**Run 1: clock distribution**

Scale bar: 50 microns.
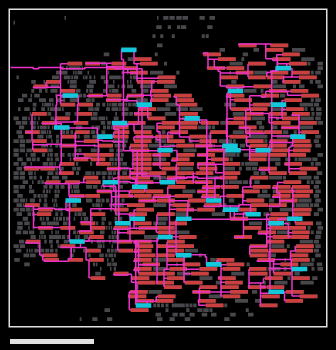
**Run 1: cells coloured by class**

Fill, decap, tap and diode cells in grey.
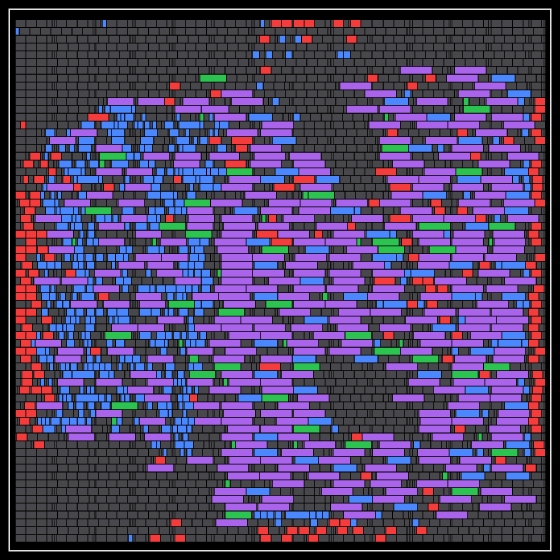
**Run 1: routed metal, one colour a layer**

Scale bar: 50 microns. Two of the layers only.
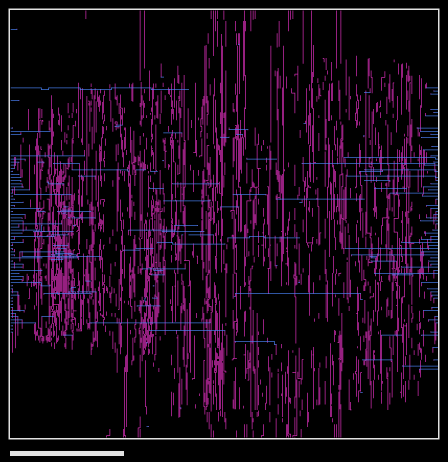
**Run 1: clock wiring as the flow saved it**

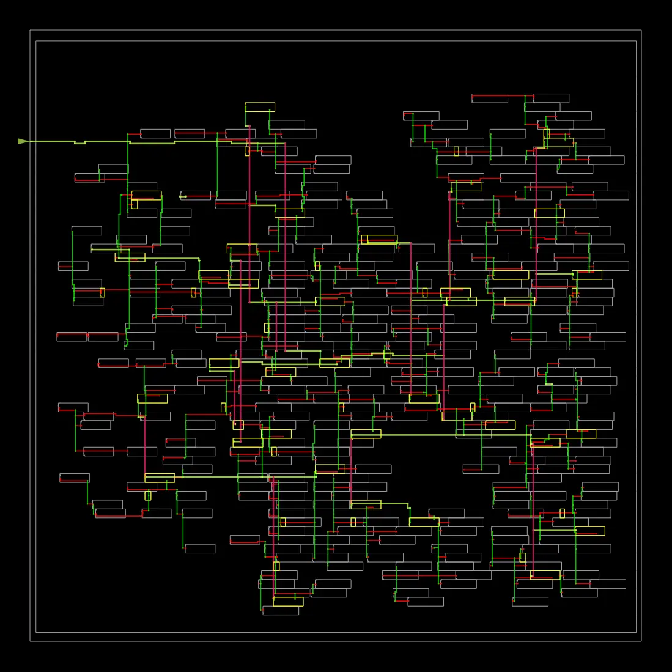
==> config.mk <==
export PLATFORM = sky130hd
export DESIGN_NAME = grande_risco5_fetch_unit
export DESIGN_NICKNAME = d
export VERILOG_FILES = /design/src/rtl/grande_risco5_fetch_unit.sv
export SDC_FILE = /design/constraint.sdc
export NUM_CORES = 1
export LEC_CHECK = 0
export CAP_MARGIN = 25
export CORE_MARGIN = 1.5
export CORE_UTILIZATION = 40
export DETAILED_ROUTE_END_ITERATION = 16
export PLACE_DENSITY = 0.72
export SLEW_MARGIN = 30
export SYNTH_ARGS = -nofsm -noshare
export SYNTH_HDL_FRONTEND = slang
export SYNTH_SLANG_ARGS = --single-unit
export TNS_END_PERCENT = 30
==> constraint.sdc <==
create_clock -name clk -period 3.65 [get_ports clk]
set_clock_uncertainty 0.2 [all_clocks]
set_input_delay 0.73 -clock clk [delete_from_list [all_inputs] [get_ports clk]]
set_output_delay 0.73 -clock clk [all_outputs]
set_load 0.02 [all_outputs]
==> run notes, run 1 <==
The full implementation flow was run.

The final worst slack stands at about 0.10 ns. For this design the ratio of total power to cell area is 600.0 nW/um^2. The met1 wire length stands at about 13,000 microns. Per the synthesis report, the XOR/XNOR share of the synthesized area is under 10%. The longest clock path from root to sink contains 3 buffers. The count of placed standard cells in the final layout, fillers left out stands at between 1,500 and 2,000. From bottom edge to top edge, the die measures 188.3 microns.

The clock network area share stands at just under 6%. The post-detailed-route DRC marker count stands at 0. Non-clock buffers make up a little under an eighth of the layout cell area. The number of placed I/O pins stands at between 150 and 200. The layout has ~190 buffers outside the clock class. The count of inserted antenna diode cells stands at 0.

STA shows the worst reg2reg path with a cell count of 10. The largest individual stage delay along the critical path comes from the cell dfrtp_4. The register with the most flip-flops in the layout has between 100 and 150 of them. The flow ran to the end, and the final reports show no timing, DRC or antenna violations. The count of filler cells inserted in the layout stands at ~2,800. The timing report attributes the biggest portion of critical-path delay to buffers and inverters. The combinational fraction of design power stands at approximately a quarter. The detailed router used layers up to and including met4. The end-of-flow timing check tallies setup violations at 0.

The depth of the critical timing path with buffers and inverters included stands at 4. In this run the worst path has a maximum fanout of 11. The largest net degree at the start of global routing stands at between 60 and 70. Summed over all nets, the switching power comes to between 2 and 3 mW. The clock slew seen by the registers of the worst setup and hold paths stands at approximately 0.060 ns. The final hold violation count recorded for this run is 0. Looking at area per cell type in the netlist, the leader is edfxtp_1. Dividing the synthesized area by the synthesized cell count gives around 16 sq um. In this run the post-CTS setup repair buffer count came out at 1. The count of routing violations after the opening detailed-route iteration stands at approximately 530.

The worst path needs between 3 and 4 ns of the cycle, external delays included. The worst path required time stands at around 2.7 ns. The first detailed-routing pass ran for 5 iterations. The x dimension of the die stands at 188.3 microns. The share of async-settable or async-resettable flops after synthesis stands at a little under a quarter. Yosys reported a register bit count of ~320. The synthesized netlist devotes ~3.5% of its cell area to compound gates. The clock sink count stands at around 320. Counting tap cells, the placed design contains a total of 1,446 instances. met1 track demand over resource after global routing is 24.65%.
-- 'clock distribution' (at the start) --
red -> flip-flops  # count 322
magenta -> clock wires  # length 3,630 microns
cyan -> clock drivers  # count 34
routed clock nets = 35
power share of the clock group: 30.7%
Late-Pin Clk Latency: 0.50 ns
clock network power: 3.15 mW

-- 'cells coloured by class' (at the start) --
blue -> combinational and other logic  # cells 489
purple -> flops  # cells 322
red -> other buffers and delay cells  # cells 188
green -> clock drivers and dummy loads  # cells 59
area of the placeable core: 33,700 sq um
final design utilization: 50.68%

-- 'routed metal, one colour a layer' (at the start) --
magenta -> metal 2  # wire length 13,400 microns
blue -> metal 3  # wire length 1,830 microns
routed len/inst: 19.42 microns
wire length after detailed routing: 29,240 microns
All-Layer GR Usage: 17.02%
overall via count from detail_route: 7,963

-- 'clock wiring as the flow saved it' (at the start) --
Num CTS Buffers: 34
flip-flop and latch count: 322

**Run 1: sequential cells coloured by netlist name**

Scale bar: 50 microns. Other sequential cells in the stronger grey, the rest of the logic in the fainter grey.
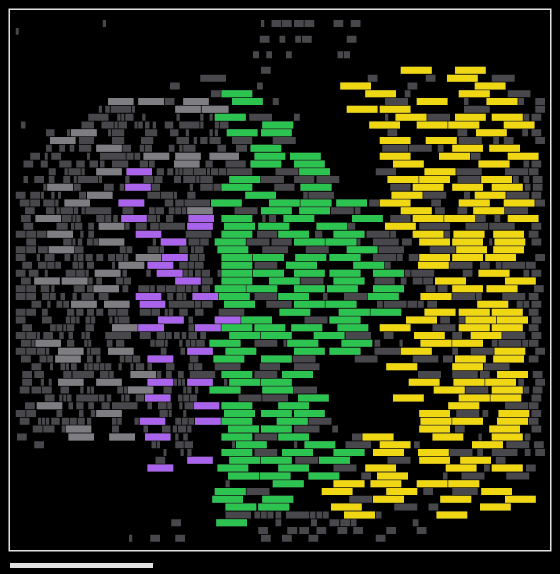

## Run 2: what changed since run 1
--- a/config.mk
+++ b/config.mk
@@ -5,11 +5,12 @@
 export SDC_FILE = /design/constraint.sdc
 export NUM_CORES = 1
 export LEC_CHECK = 0
+export ABC_AREA = 1
 export CAP_MARGIN = 25
 export CORE_MARGIN = 1.5
 export CORE_UTILIZATION = 40
 export DETAILED_ROUTE_END_ITERATION = 16
-export PLACE_DENSITY = 0.72
+export PLACE_DENSITY = 0.71
 export SLEW_MARGIN = 30
 export SYNTH_ARGS = -nofsm -noshare
 export SYNTH_HDL_FRONTEND = slang
**Run 2: sequential cells coloured by netlist name**

Scale bar: 50 microns. Other sequential cells in the stronger grey, the rest of the logic in the fainter grey.
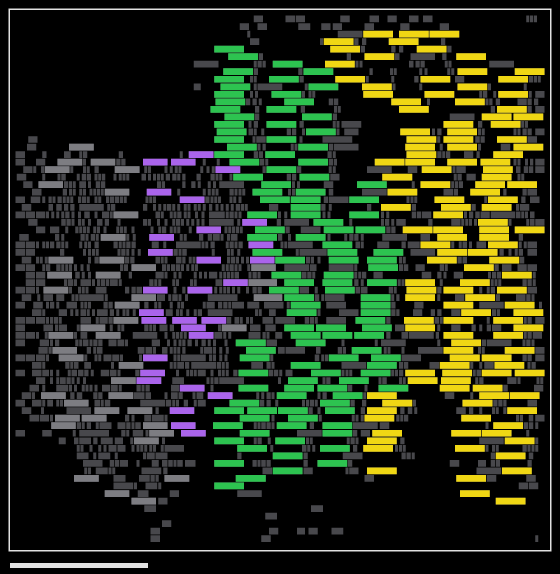
green -> `fifo_pc_q`  # placed flops 120
yellow -> `fifo_data_q`  # placed flops 128
purple -> `rsp_pc_q`  # placed flops 30
not coloured = 44
total area of sequential cells: 9306 sq um
fraction of area in registers: 50.98%
Seq. pwr: 4.45 mW

**Run 2: clock wiring as the flow saved it**

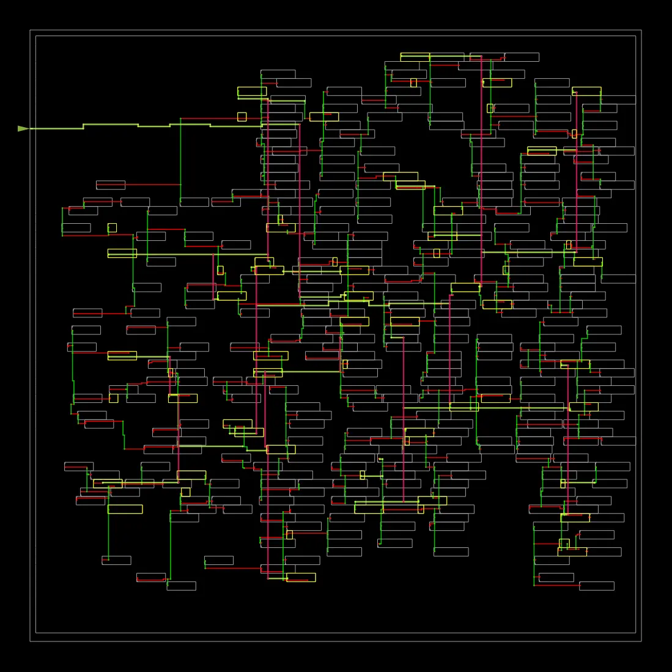
clock network power: 3.54 mW
Sink Count: 322
Num CTS Buffers: 36
clock buffers: 43

**Run 2: clock distribution**

Scale bar: 50 microns.
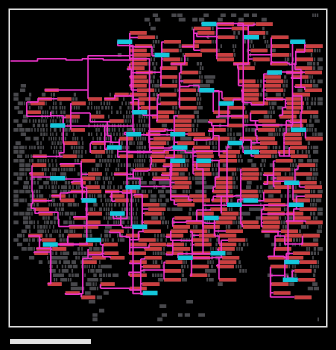
magenta -> clock wires  # length 3,820 microns
red -> flip-flops  # count 322
cyan -> clock drivers  # count 36
routed clock nets = 37
power share of the clock group: 31.1%
Late-Pin Clk Latency: 0.53 ns

==> run 2 against run 1 <==
  * Maximum frequency is 0.97% lower
  * Routed wire length is 25% higher
  * Critical path depth is 1 higher
  * Count of clock-buffer cells in the layout is 3 lower
  * Clock power is 12% higher
  * Synthesized cell count is 76% higher
==> run notes, run 2 <==
The full implementation flow was run.

Endpoints with negative setup slack in the final report add up to 0. The longest clock path from root to sink contains 3 buffers. STA lists the maximum fanout along the critical path as 22. Among all stages on the critical path, the largest delay is contributed by clkdlybuf4s50_1. The min-delay analysis places its worst path in the category flip-flop to flip-flop.

The non-clock buffer instance count of the final layout stands at 191. The share of synthesized cell area in and-or and or-and compound cells stands at 8.519%. The vertical die dimension stands at a little under 200 microns.

The finished layout holds 2,160 standard cells, fillers aside. Per the log, the first TritonRoute iteration ended with a DRC count of roughly 670. The final critical path time including I/O delays and setup stands at 3.580 ns. Measured on the final layout, buffering overhead outside the clock network stands at between 10% and 20%. The met1 track demand over resource in global routing stands at between 20% and 30%. The sequential cell count of the final layout stands at between 300 and 400.

The final design utilization stands at between 50% and 60%. The clock slew seen by the registers of the worst setup and hold paths stands at ~0.060 ns. The power per cell area stands at just over 600 nW/um^2.

The wire length per cell after detailed routing stands at between 15 and 20 microns. The clock network area share stands at 6.381%. The wire length reported by the detailed router stands at 36,440 microns.

The final antenna diode tally reported by the flow is 0. Per the final timing report, the hold violations number 0. A synthesized cell averages 9.825 sq um.

In this run the post-CTS setup repair buffer count came out at 0. The register with the most flip-flops in the layout has 128 of them. Setup slack closes at about 0.07 ns. Entering global routing, the biggest net connects roughly 68 pins. The count of filler cells inserted in the layout stands at 3,214. Per the placement report, the placed cell count is around 2,100. After synthesis the netlist holds a flip-flop and latch count of approximately 320. Summing the areas of all xor and xnor instances in the mapped netlist gives 1.485% of the synthesized area. The share of async-settable or async-resettable flops after synthesis stands at 22.98%.

The length of the first detailed-routing pass in iterations stands at 5. The flow ran to the end, and the final reports show no timing, DRC or antenna violations. The global routing usage summed across all routing layers stands at between 10% and 20%.

The detailed router used layers up to and including met4. Walking the critical path from launch to capture passes 5 cell instances. The x dimension of the die stands at just under 200 microns. The number of placed I/O pins stands at 171. The worst path required time stands at between 2 and 3 ns.

The placeable core area stands at 36,430 sq um. The routed wirelength on the met1 layer is recorded as about 15,000 microns.
Power figures rest on the tool's default switching activity, not on a simulated workload.
